### Signal wires by layer

Scale: 6 px per um. Only two layers are drawn.
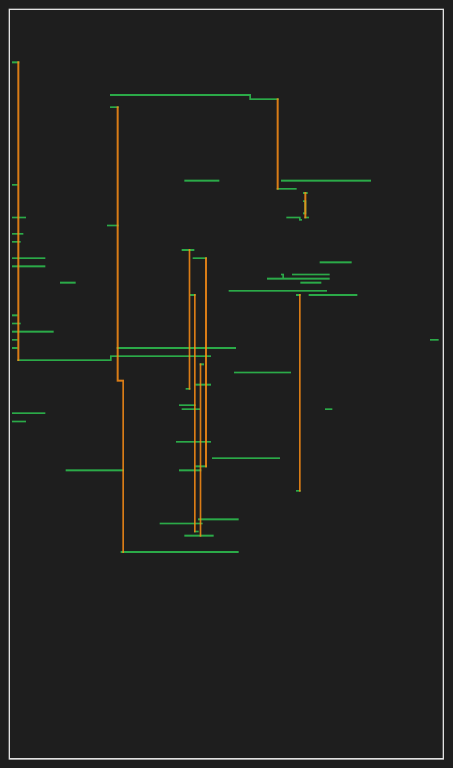
### Zoomed window

Window x 44 to 64, y 84 to 104 um. Cells in gray, sequential cells in the stronger gray; small squares are vias.
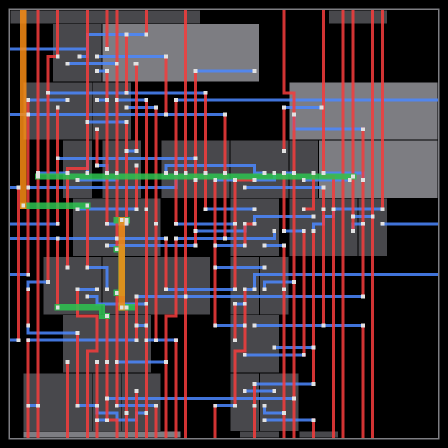
### I/O nets highlighted

Scale: 4 px per um.
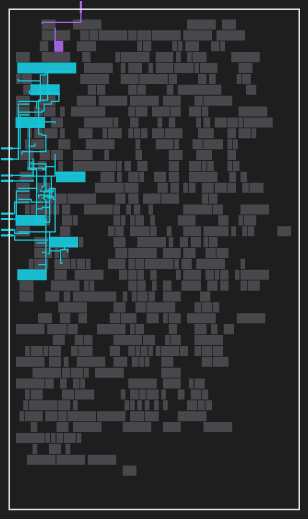
### Signal wires on met2

Scale: 4 px per um.
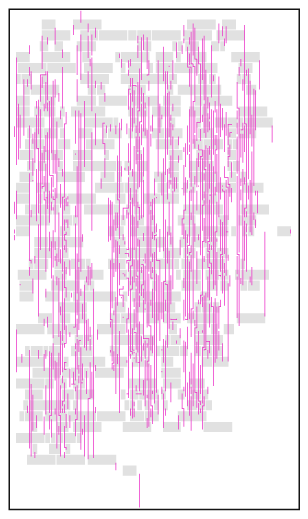
### Clock wiring as the flow saved it

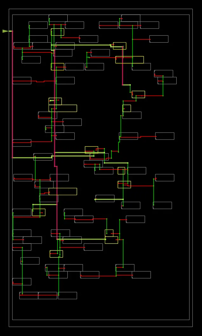
File: src/rtl/puf_response_gen.sv
// RO-pair PUF response generator: per challenge index, settle, count edges
// of both oscillators over a window, and emit one comparison bit serially.
module puf_response_gen #(
  parameter int NBITS      = 256,
  parameter int WINDOW     = 1024,
  parameter int SETTLE_CYC = 4,
  parameter int CNT_W      = 16
) (
  input  logic                     clk,
  input  logic                     rst,
  input  logic                     start,
  input  logic                     ro_a,
  input  logic                     ro_b,
  output logic [$clog2(NBITS)-1:0] sel,
  output logic                     s_out,
  output logic                     en_out,
  output logic                     busy,
  output logic                     done
);

  localparam int TMAX = (WINDOW > SETTLE_CYC) ? WINDOW : SETTLE_CYC;
  localparam int TW   = (TMAX > 1) ? $clog2(TMAX) : 1;
  localparam int SW   = $clog2(NBITS);

  typedef enum logic [2:0] {
    S_IDLE,
    S_SETTLE,
    S_MEASURE,
    S_EMIT,
    S_DONE
  } state_t;

  state_t           r_state;
  state_t           w_nxt;
  logic [TW-1:0]    r_tmr;
  logic [CNT_W-1:0] r_cnt_a;
  logic [CNT_W-1:0] r_cnt_b;
  logic [1:0]       r_sync_a;
  logic [1:0]       r_sync_b;
  logic             r_prev_a;
  logic             r_prev_b;
  logic             r_edge_a;
  logic             r_edge_b;
  logic             w_settle_end;
  logic             w_meas_end;
  logic             w_last;

  assign w_settle_end = (r_tmr == TW'(SETTLE_CYC - 1));
  assign w_meas_end   = (r_tmr == TW'(WINDOW - 1));
  assign w_last       = (sel == SW'(NBITS - 1));

  always_comb begin
    w_nxt = r_state;
    unique case (r_state)
      S_IDLE:    if (start && !done) w_nxt = S_SETTLE;
      S_SETTLE:  if (w_settle_end) w_nxt = S_MEASURE;
      S_MEASURE: if (w_meas_end) w_nxt = S_EMIT;
      S_EMIT:    w_nxt = w_last ? S_DONE : S_SETTLE;
      S_DONE:    w_nxt = S_IDLE;
      default:   w_nxt = S_IDLE;
    endcase
  end

  always_ff @(posedge clk) begin
    if (rst) begin
      r_state  <= S_IDLE;
      r_tmr    <= '0;
      r_cnt_a  <= '0;
      r_cnt_b  <= '0;
      r_sync_a <= '0;
      r_sync_b <= '0;
      r_prev_a <= 1'b0;
      r_prev_b <= 1'b0;
      r_edge_a <= 1'b0;
      r_edge_b <= 1'b0;
      sel      <= '0;
      s_out    <= 1'b0;
      en_out   <= 1'b0;
      busy     <= 1'b0;
      done     <= 1'b0;
    end else begin
      r_sync_a <= {r_sync_a[0], ro_a};
      r_sync_b <= {r_sync_b[0], ro_b};
      r_prev_a <= r_sync_a[1];
      r_prev_b <= r_sync_b[1];
      r_edge_a <= r_sync_a[1] & ~r_prev_a;
      r_edge_b <= r_sync_b[1] & ~r_prev_b;

      r_state <= w_nxt;
      if (w_nxt != r_state || r_state == S_IDLE)
        r_tmr <= '0;
      else
        r_tmr <= r_tmr + 1'b1;

      if (r_state == S_IDLE && w_nxt == S_SETTLE)
        sel <= '0;
      else if (r_state == S_EMIT && w_nxt == S_SETTLE)
        sel <= sel + 1'b1;

      // Counters only run inside the window and stick at all-ones
      if (r_state != S_MEASURE) begin
        r_cnt_a <= '0;
        r_cnt_b <= '0;
      end else begin
        if (r_edge_a && r_cnt_a != '1)
          r_cnt_a <= r_cnt_a + 1'b1;
        if (r_edge_b && r_cnt_b != '1)
          r_cnt_b <= r_cnt_b + 1'b1;
      end

      en_out <= (r_state == S_EMIT);
      s_out  <= (r_state == S_EMIT) && (r_cnt_a > r_cnt_b);
      busy   <= (r_state == S_SETTLE) || (r_state == S_MEASURE) ||
                (r_state == S_EMIT);
      done   <= (r_state == S_DONE);
    end
  end

endmodule

File: config.mk
export PLATFORM = sky130hd
export DESIGN_NAME = puf_response_gen
export DESIGN_NICKNAME = d
export VERILOG_FILES = /design/src/rtl/puf_response_gen.sv
export SDC_FILE = /design/constraint.sdc
export NUM_CORES = 1
export LEC_CHECK = 0
export CORE_ASPECT_RATIO = 1.75
export CORE_UTILIZATION = 40
export CTS_BUF_LIST = sky130_fd_sc_hd__clkbuf_4 sky130_fd_sc_hd__clkbuf_8
export CTS_CLUSTER_SIZE = 20
export DETAILED_ROUTE_END_ITERATION = 10
export HOLD_SLACK_MARGIN = 0.05
export PLACE_DENSITY = 0.64
export RECOVER_POWER = 100
export SETUP_SLACK_MARGIN = 0.05
export SKIP_CTS_REPAIR_TIMING = 1
export SLEW_MARGIN = 15
export SYNTH_ARGS = -nofsm -noshare
export SYNTH_HDL_FRONTEND = slang
export SYNTH_SLANG_ARGS = --single-unit
File: constraint.sdc
create_clock -name clk -period 2.4 [get_ports clk]
set_input_delay 0.6 -clock clk [delete_from_list [all_inputs] [get_ports clk]]
set_output_delay 0.6 -clock clk [all_outputs]
set_load 0.005 [all_outputs]
==> results.json <==
{
  "nets": 443,
  "grt-busiest-layer": "met2",
  "fmax_ghz": 0.469,
  "ys_top_cells_by_area": "dfxtp_1, ha_1, nand2_1, mux2i_1, nor2_1",
  "crit_chain": "dlygate4sd3_1 -> or4b_1 -> clkbuf_1 -> a311oi_1",
  "fin_crit_ns": 2.13,
  "cts_tree": "built",
  "remaining_drc_errors": 0,
  "edf_count": 0,
  "ys_area_um2": 3440,
  "num_rows": 44,
  "fp_nets": 419,
  "ff_type": "dfxtp_1",
  "cp_num_cells": 4,
  "hold_class": "flip-flop to flip-flop",
  "syn_inst": 394,
  "critPathKind": "primary input to flip-flop",
  "critPathTopFamily": "buffers and inverters",
  "async_flop_share_pct": 0,
  "critPathArrivalTime_ns": 2.39,
  "wl_per_cell_um": 15.5,
  "pre_cts_ws_ns": 0.113,
  "layout_top_cell": "dfxtp_1",
  "antenna_found_initial": 0,
  "comb_area_um2": 2010,
  "synth_area_per_cell_um2": 8.73,
  "final_cell_mix": "dfxtp_1, nand2_1, nor2_1",
  "status": "finished, final reports clean",
  "drv_cap": 0,
  "grt_max_degree": 32
}
About 'Signal wires by layer':
Key: M3 = green [wire length 290 um]; M4 = orange [wire length 302 um]

About 'Zoomed window':
Key: M2 = red; M3 = green; M4 = orange; M1 = blue
Most frequent: nand2_1 (5), nand4_1 (3), dfxtp_1 (3). Sequential cells in the window: 3. Netlist names of flops here include r_cnt_a (3). 26 logic cells have their middle in the window.

About 'I/O nets highlighted':
Key: ro_b = purple [direction input, end cells 1, buffers 1, wire 17.0 um]; sel = cyan [direction output, end cells 8, buffers 8, wire 359 um]

About 'Signal wires on met2':
The layer carries 4,660 um of wire. The longest straight run is 49.3 um. The layer holds 56% of the routed length. The wires run mostly vertical.

About 'Clock wiring as the flow saved it':
Sink Count: 65
Clk. pwr: 1180 uW
Setup Skew: 0.00576 ns

==> where the power goes <==
group	total (uW)	internal, uW	leakage [uW]	switching [uW]
combinational	36.6	17.2	0.000770	19.3
clock	1180	721	0.000123	457
sequential	1090	1090	0.000525	8.22
total	2310	1820	0.00142	485
==> state kept, by name (all words and copies together), names as in the netlist <==
register / cells
r_cnt_a: 16
r_cnt_b: 16
r_tmr: 10
sel: 8
r_state: 3
r_sync_a: 2
r_sync_b: 2
busy: 1
done: 1
en_out: 1
r_edge_a: 1
r_edge_b: 1
r_prev_a: 1
r_prev_b: 1
s_out: 1
==> layout make-up <==
class                      instances  area share, %
clock buffer                      10           3.44
clock inverter                     6           2.87
tap                              115           3.59
sequential                        65           32.5
inverter                          20           1.88
timing repair buffer              24           5.44
multi-input combinational        298           50.3
==> per-layer routing <==
| metal | up-vias | part of all wire (%) |
|---|---|---|
| met5 | - | 0 |
| met4 | 0 | 3.6 |
| met3 | 23 | 3.5 |
| met2 | 80 | 56 |
| met1 | 1444 | 37 |
| li1 | 1510 | - |
==> worst paths after layout <==
path	end	startpoint	slack, ns
setup / recovery	r_cnt_b[14]	rst	0.27
hold / removal	r_edge_b	r_prev_b	0.38
setup reg to reg	r_cnt_a[14]	r_cnt_a[1]	0.37
hold reg to reg	r_edge_b	r_prev_b	0.38
==> per-stage QoR <==
stage	instances	power [uW]	area (um^2)	hold WS, ns
after floorplan	394	1140	3440	0.367
after global placement	522	1160	3770	0.372
after detailed placement	522	1160	3770	0.374
after CTS	538	2340	4030	0.384
after global routing	538	2390	4000	0.397
final	538	2310	4000	0.382
==> cells by family after synthesis <==
logic type      Yosys count  synth area share (%)
mux                      14                  4.11
xor+xnor                 10                  2.55
fa+ha+maj                20                  7.28
simple gates            180                  29.3
buf+inv                  31                  3.67
compound gates           74                  15.2
flops                    65                  37.8
Power figures rest on the tool's default switching activity, not on a simulated workload.
